File: config.mk
export PLATFORM = sky130hd
export DESIGN_NAME = axi_stream_rr_arbiter
export DESIGN_NICKNAME = d
export VERILOG_FILES = /design/src/rtl/axi_stream_rr_arbiter.sv
export SDC_FILE = /design/constraint.sdc
export NUM_CORES = 1
export LEC_CHECK = 0
export ABC_CLOCK_PERIOD_IN_PS = 2600
export CAP_MARGIN = 30
export CORE_AREA = 5 5 133 72
export DETAILED_ROUTE_END_ITERATION = 10
export DIE_AREA = 0 0 138 77
export GPL_TIMING_DRIVEN = 0
export PLACE_DENSITY = 0.79
export SETUP_SLACK_MARGIN = 0.2
export SKIP_LAST_GASP = 1
export SLEW_MARGIN = 20
export SYNTH_ARGS = -nofsm -noshare
export SYNTH_HDL_FRONTEND = slang
export SYNTH_SLANG_ARGS = --single-unit
File: constraint.sdc
create_clock -name clock -period 2.6 [get_ports clock]
set_input_delay 0.39 -clock clock [delete_from_list [all_inputs] [get_ports clock]]
set_output_delay 0.39 -clock clock [all_outputs]
set_load 0.05 [all_outputs]
File: src/rtl/axi_stream_rr_arbiter.sv
// axi_stream_rr_arbiter
// Shares one AXI-stream sink between N_INPUTS producers. Requesters are served
// round-robin starting after the most recently released one. A grant is held
// until the tlast beat is accepted (PACKET_MODE=1), for a single beat
// (PACKET_MODE=0), or until MAX_BEATS beats have been accepted (when non-zero).
// Each arbitration decision costs one idle cycle. The output stage is a single
// register slice that follows the AXI hold rule.
module axi_stream_rr_arbiter #(
    parameter int DATA_WIDTH  = 16,
    parameter int DEST_WIDTH  = 8,
    parameter int USER_WIDTH  = 8,
    parameter int N_INPUTS    = 4,
    parameter int PACKET_MODE = 1,
    parameter int MAX_BEATS   = 0,
    localparam int AW         = (N_INPUTS > 1) ? $clog2(N_INPUTS) : 1
) (
    input  logic                           clock,
    input  logic                           reset,
    input  logic [N_INPUTS-1:0]            in_valid,
    output logic [N_INPUTS-1:0]            in_ready,
    input  logic [N_INPUTS*DATA_WIDTH-1:0] in_data,
    input  logic [N_INPUTS*DEST_WIDTH-1:0] in_dest,
    input  logic [N_INPUTS*USER_WIDTH-1:0] in_user,
    input  logic [N_INPUTS-1:0]            in_tlast,
    output logic                           out_valid,
    input  logic                           out_ready,
    output logic [DATA_WIDTH-1:0]          out_data,
    output logic [DEST_WIDTH-1:0]          out_dest,
    output logic [USER_WIDTH-1:0]          out_user,
    output logic                           out_tlast,
    output logic [N_INPUTS-1:0]            grant,
    output logic [AW-1:0]                  address,
    output logic                           busy
);

    // Beat counter is wide enough to reach MAX_BEATS; at least one bit.
    localparam int BCW_RAW = $clog2(MAX_BEATS + 1);
    localparam int BCW     = (BCW_RAW < 1) ? 1 : BCW_RAW;

    localparam logic [0:0] ST_IDLE    = 1'b0;
    localparam logic [0:0] ST_GRANTED = 1'b1;

    // Registered state
    logic [0:0]            state_r;
    logic [AW-1:0]         rr_ptr_r;
    logic [N_INPUTS-1:0]   grant_r;
    logic [AW-1:0]         address_r;
    logic                  busy_r;
    logic [BCW-1:0]        beat_cnt_r;

    logic                  out_valid_r;
    logic [DATA_WIDTH-1:0] out_data_r;
    logic [DEST_WIDTH-1:0] out_dest_r;
    logic [USER_WIDTH-1:0] out_user_r;
    logic                  out_tlast_r;

    // Combinational helpers
    logic                  pick_found_s;
    logic [AW-1:0]         pick_s;
    logic                  sel_valid_s;
    logic                  sel_tlast_s;
    logic [DATA_WIDTH-1:0] sel_data_s;
    logic [DEST_WIDTH-1:0] sel_dest_s;
    logic [USER_WIDTH-1:0] sel_user_s;
    logic                  out_free_s;
    logic                  accept_s;
    logic                  limit_hit_s;
    logic                  release_s;
    logic [AW-1:0]         next_ptr_s;
    logic [N_INPUTS-1:0]   in_ready_s;

    // Round-robin search: first valid requester at rr_ptr, rr_ptr+1, ... (mod N_INPUTS).
    always_comb begin
        pick_found_s = 1'b0;
        pick_s       = '0;
        for (int k = 0; k < N_INPUTS; k++) begin
            for (int i = 0; i < N_INPUTS; i++) begin
                if (!pick_found_s && in_valid[i] &&
                    (((int'(rr_ptr_r) + k) % N_INPUTS) == i)) begin
                    pick_found_s = 1'b1;
                    pick_s       = AW'(i);
                end else begin
                    pick_found_s = pick_found_s;
                end
            end
        end
    end

    // Mux the currently addressed requester's stream fields.
    always_comb begin
        sel_valid_s = 1'b0;
        sel_tlast_s = 1'b0;
        sel_data_s  = '0;
        sel_dest_s  = '0;
        sel_user_s  = '0;
        for (int i = 0; i < N_INPUTS; i++) begin
            if (address_r == AW'(i)) begin
                sel_valid_s = in_valid[i];
                sel_tlast_s = in_tlast[i];
                sel_data_s  = in_data[i*DATA_WIDTH +: DATA_WIDTH];
                sel_dest_s  = in_dest[i*DEST_WIDTH +: DEST_WIDTH];
                sel_user_s  = in_user[i*USER_WIDTH +: USER_WIDTH];
            end else begin
                sel_valid_s = sel_valid_s;
            end
        end
    end

    // Handshake, release condition and next round-robin pointer.
    always_comb begin
        out_free_s = ~out_valid_r | out_ready;
        accept_s   = (state_r == ST_GRANTED) && sel_valid_s && out_free_s;
        if (MAX_BEATS != 0) begin
            limit_hit_s = ((int'(beat_cnt_r) + 1) == MAX_BEATS);
        end else begin
            limit_hit_s = 1'b0;
        end
        release_s = accept_s && ((PACKET_MODE == 0) || sel_tlast_s || limit_hit_s);
        if (address_r == AW'(N_INPUTS - 1)) begin
            next_ptr_s = '0;
        end else begin
            next_ptr_s = address_r + AW'(1);
        end
    end

    // Only the granted requester sees ready, and only when the output slot can take a beat.
    always_comb begin
        in_ready_s = '0;
        for (int i = 0; i < N_INPUTS; i++) begin
            if ((state_r == ST_GRANTED) && grant_r[i]) begin
                in_ready_s[i] = out_free_s;
            end else begin
                in_ready_s[i] = 1'b0;
            end
        end
    end

    // Arbitration FSM: IDLE picks a requester, GRANTED forwards beats until release.
    always_ff @(posedge clock or posedge reset) begin
        if (reset) begin
            state_r    <= ST_IDLE;
            rr_ptr_r   <= '0;
            grant_r    <= '0;
            address_r  <= '0;
            busy_r     <= 1'b0;
            beat_cnt_r <= '0;
        end else begin
            case (state_r)
                ST_IDLE: begin
                    if (pick_found_s) begin
                        state_r    <= ST_GRANTED;
                        grant_r    <= {{(N_INPUTS-1){1'b0}}, 1'b1} << pick_s;
                        address_r  <= pick_s;
                        busy_r     <= 1'b1;
                        beat_cnt_r <= '0;
                    end else begin
                        state_r    <= ST_IDLE;
                    end
                end
                ST_GRANTED: begin
                    if (release_s) begin
                        // address keeps the last grant for monitoring
                        state_r    <= ST_IDLE;
                        grant_r    <= '0;
                        busy_r     <= 1'b0;
                        rr_ptr_r   <= next_ptr_s;
                        beat_cnt_r <= '0;
                    end else if (accept_s && (beat_cnt_r != {BCW{1'b1}})) begin
                        beat_cnt_r <= beat_cnt_r + BCW'(1);
                    end else begin
                        beat_cnt_r <= beat_cnt_r;
                    end
                end
                default: begin
                    state_r    <= ST_IDLE;
                    grant_r    <= '0;
                    busy_r     <= 1'b0;
                    beat_cnt_r <= '0;
                end
            endcase
        end
    end

    // Output register slice: load on accept, drain on downstream ready, else hold.
    always_ff @(posedge clock or posedge reset) begin
        if (reset) begin
            out_valid_r <= 1'b0;
            out_data_r  <= '0;
            out_dest_r  <= '0;
            out_user_r  <= '0;
            out_tlast_r <= 1'b0;
        end else if (accept_s) begin
            out_valid_r <= 1'b1;
            out_data_r  <= sel_data_s;
            out_dest_r  <= sel_dest_s;
            out_user_r  <= sel_user_s;
            out_tlast_r <= sel_tlast_s;
        end else if (out_valid_r && out_ready) begin
            out_valid_r <= 1'b0;
        end else begin
            out_valid_r <= out_valid_r;
        end
    end

    assign in_ready  = in_ready_s;
    assign out_valid = out_valid_r;
    assign out_data  = out_data_r;
    assign out_dest  = out_dest_r;
    assign out_user  = out_user_r;
    assign out_tlast = out_tlast_r;
    assign grant     = grant_r;
    assign address   = address_r;
    assign busy      = busy_r;

endmodule

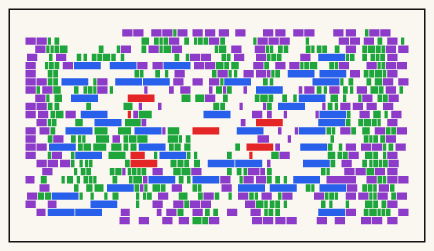
(images/placement_by_type.png)
Scale: 3 px per um.
| class | color | cells |
|---|---|---|
| clock drivers and dummy loads | red | 8 |
| flops | blue | 44 |
| other buffers and delay cells | purple | 216 |
| combinational and other logic | green | 324 |

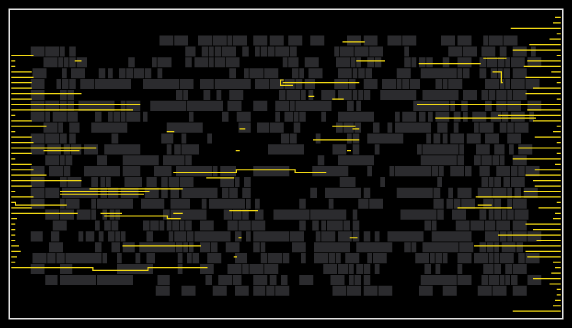
(images/layer_met3.png)
Scale: 4 px per um.
longest straight run: 35.7 um
main direction: horizontal
nets with wire on the layer: 118
wire length on this layer: 961 um

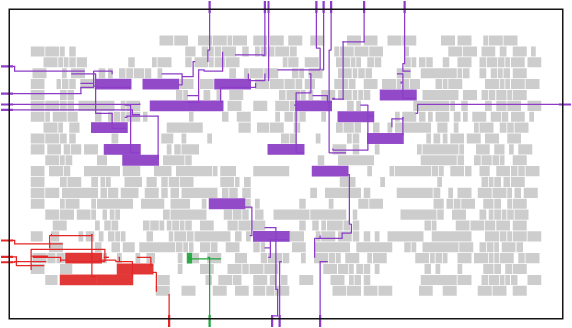
(images/io_fan.png)
Scale: 4 px per um.
| port | color | bits | direction | end cells | wire |
|---|---|---|---|---|---|
| out_ready | green | 1 | input | 1 | 23.6 um |
| grant | red | 4 | output | 4 | 141 um |
| out_data | purple | 16 | output | 16 | 655 um |

==> out/results.txt <==
Routed met2 length: 5840 um
CTS tree: done
Mux share: 1.23%
First-pass GRT wire length: 20200 um
Synth Instances: 400
Max Freq: 450 MHz
Adder Area Share: 1.70%
DRT iter0 DRCs: 214
Met3 wire len: 961 um
Minimum clock period: 2.22 ns
Core area: 0.00835 mm2
Setup ws final: 0.380 ns
Latency at later pin: 0.28 ns
Largest net degree at the start of global routing: 24
Number of synthesized flops with an enable pin: 0
LEAKAGE: 2.18 nW
Crit. End Element: flip-flop
Yosys top cell area share: 37.5%
Outcome: finished, final reports clean
Bufs and invs on worst path: 3
Mean Syn Cell Area: 7.35 um2
Post-CTS setup buffers: 0
Post-CTS Resized: 4
Die Area: 0.0106 mm2
Dominant combinational family: AND-OR/OR-AND gates
Max_cap viols: 0
Logic inverters: 44
YS warnings: 0
Simple-Gate Fraction of Synth Area: 13.7%
Final non-clock buffer share: 39.4%
Synth Area in Compound Gates: 35.3%
RD Place Congestion: 0.879
Drt wl/cell: 18.4 um
VDD IR max: 640 uV
Via count: 3709
Worst-path clk slew: 0.06 ns
Vias per cell: 5.23
Crit path launch type: flip-flop
Leading cell kind: buffers
Design Power: 6.15 mW
Setup TNS: 0 ns
CP Depth: 8
Max clock buf depth: 2
WHS: 0.469 ns
Total Wirelength: 13000 um
Nonclk buf count: 216
Hold WC Path Type: in -> async
Number of buffers created by CTS: 5
Top Layout Cells: clkdlybuf4s50_1, o21ai_0, a21oi_1, nand2_1, dfrtp_1
Total grt overflow: 0
Worst path required time: 2.79 ns
Distinct cells, synth: 35
Reg2Reg Depth: 8
Cell mode on critical path: o21ai_0
Tool warning count: 29
Yosys Chip Area: 0.00294 mm2
Mi-comb count: 280
RSZ-0062 raised after global routing: no
Final setup fails: 0
Fraction of area in multi-input gates: 30.0%
CP max stage cell: dfrtp_1
path summary, 6_finish.rpt:
| check | startpoint | endpoint |
|---|---|---|
| worst max-delay path | address[0] | out_data[4] |
| worst min-delay path | reset | out_user[4] |
| worst max register to register | address[0] | out_data[4] |
| worst min register to register | out_dest[7] | out_dest[7] |
| max in group asynchronous | reset | state_r |
| min in group clock | out_dest[7] | out_dest[7] |
per-stage QoR:
stage / instance area [um2] / instances
after floorplan: 2940 / 400
after global placement: 4920 / 700
after detailed placement: 4940 / 701
after CTS: 5090 / 709
after global routing: 5090 / 709
final: 5090 / 709
power breakdown:
part	leakage (nW)	internal, mW	switching, mW	total [mW]
sequential	0.557	0.994	0.184	1.18
clock	0.0712	0.383	0.251	0.635
combinational	1.55	1.50	2.84	4.33
Power and IR drop assume default switching activity.
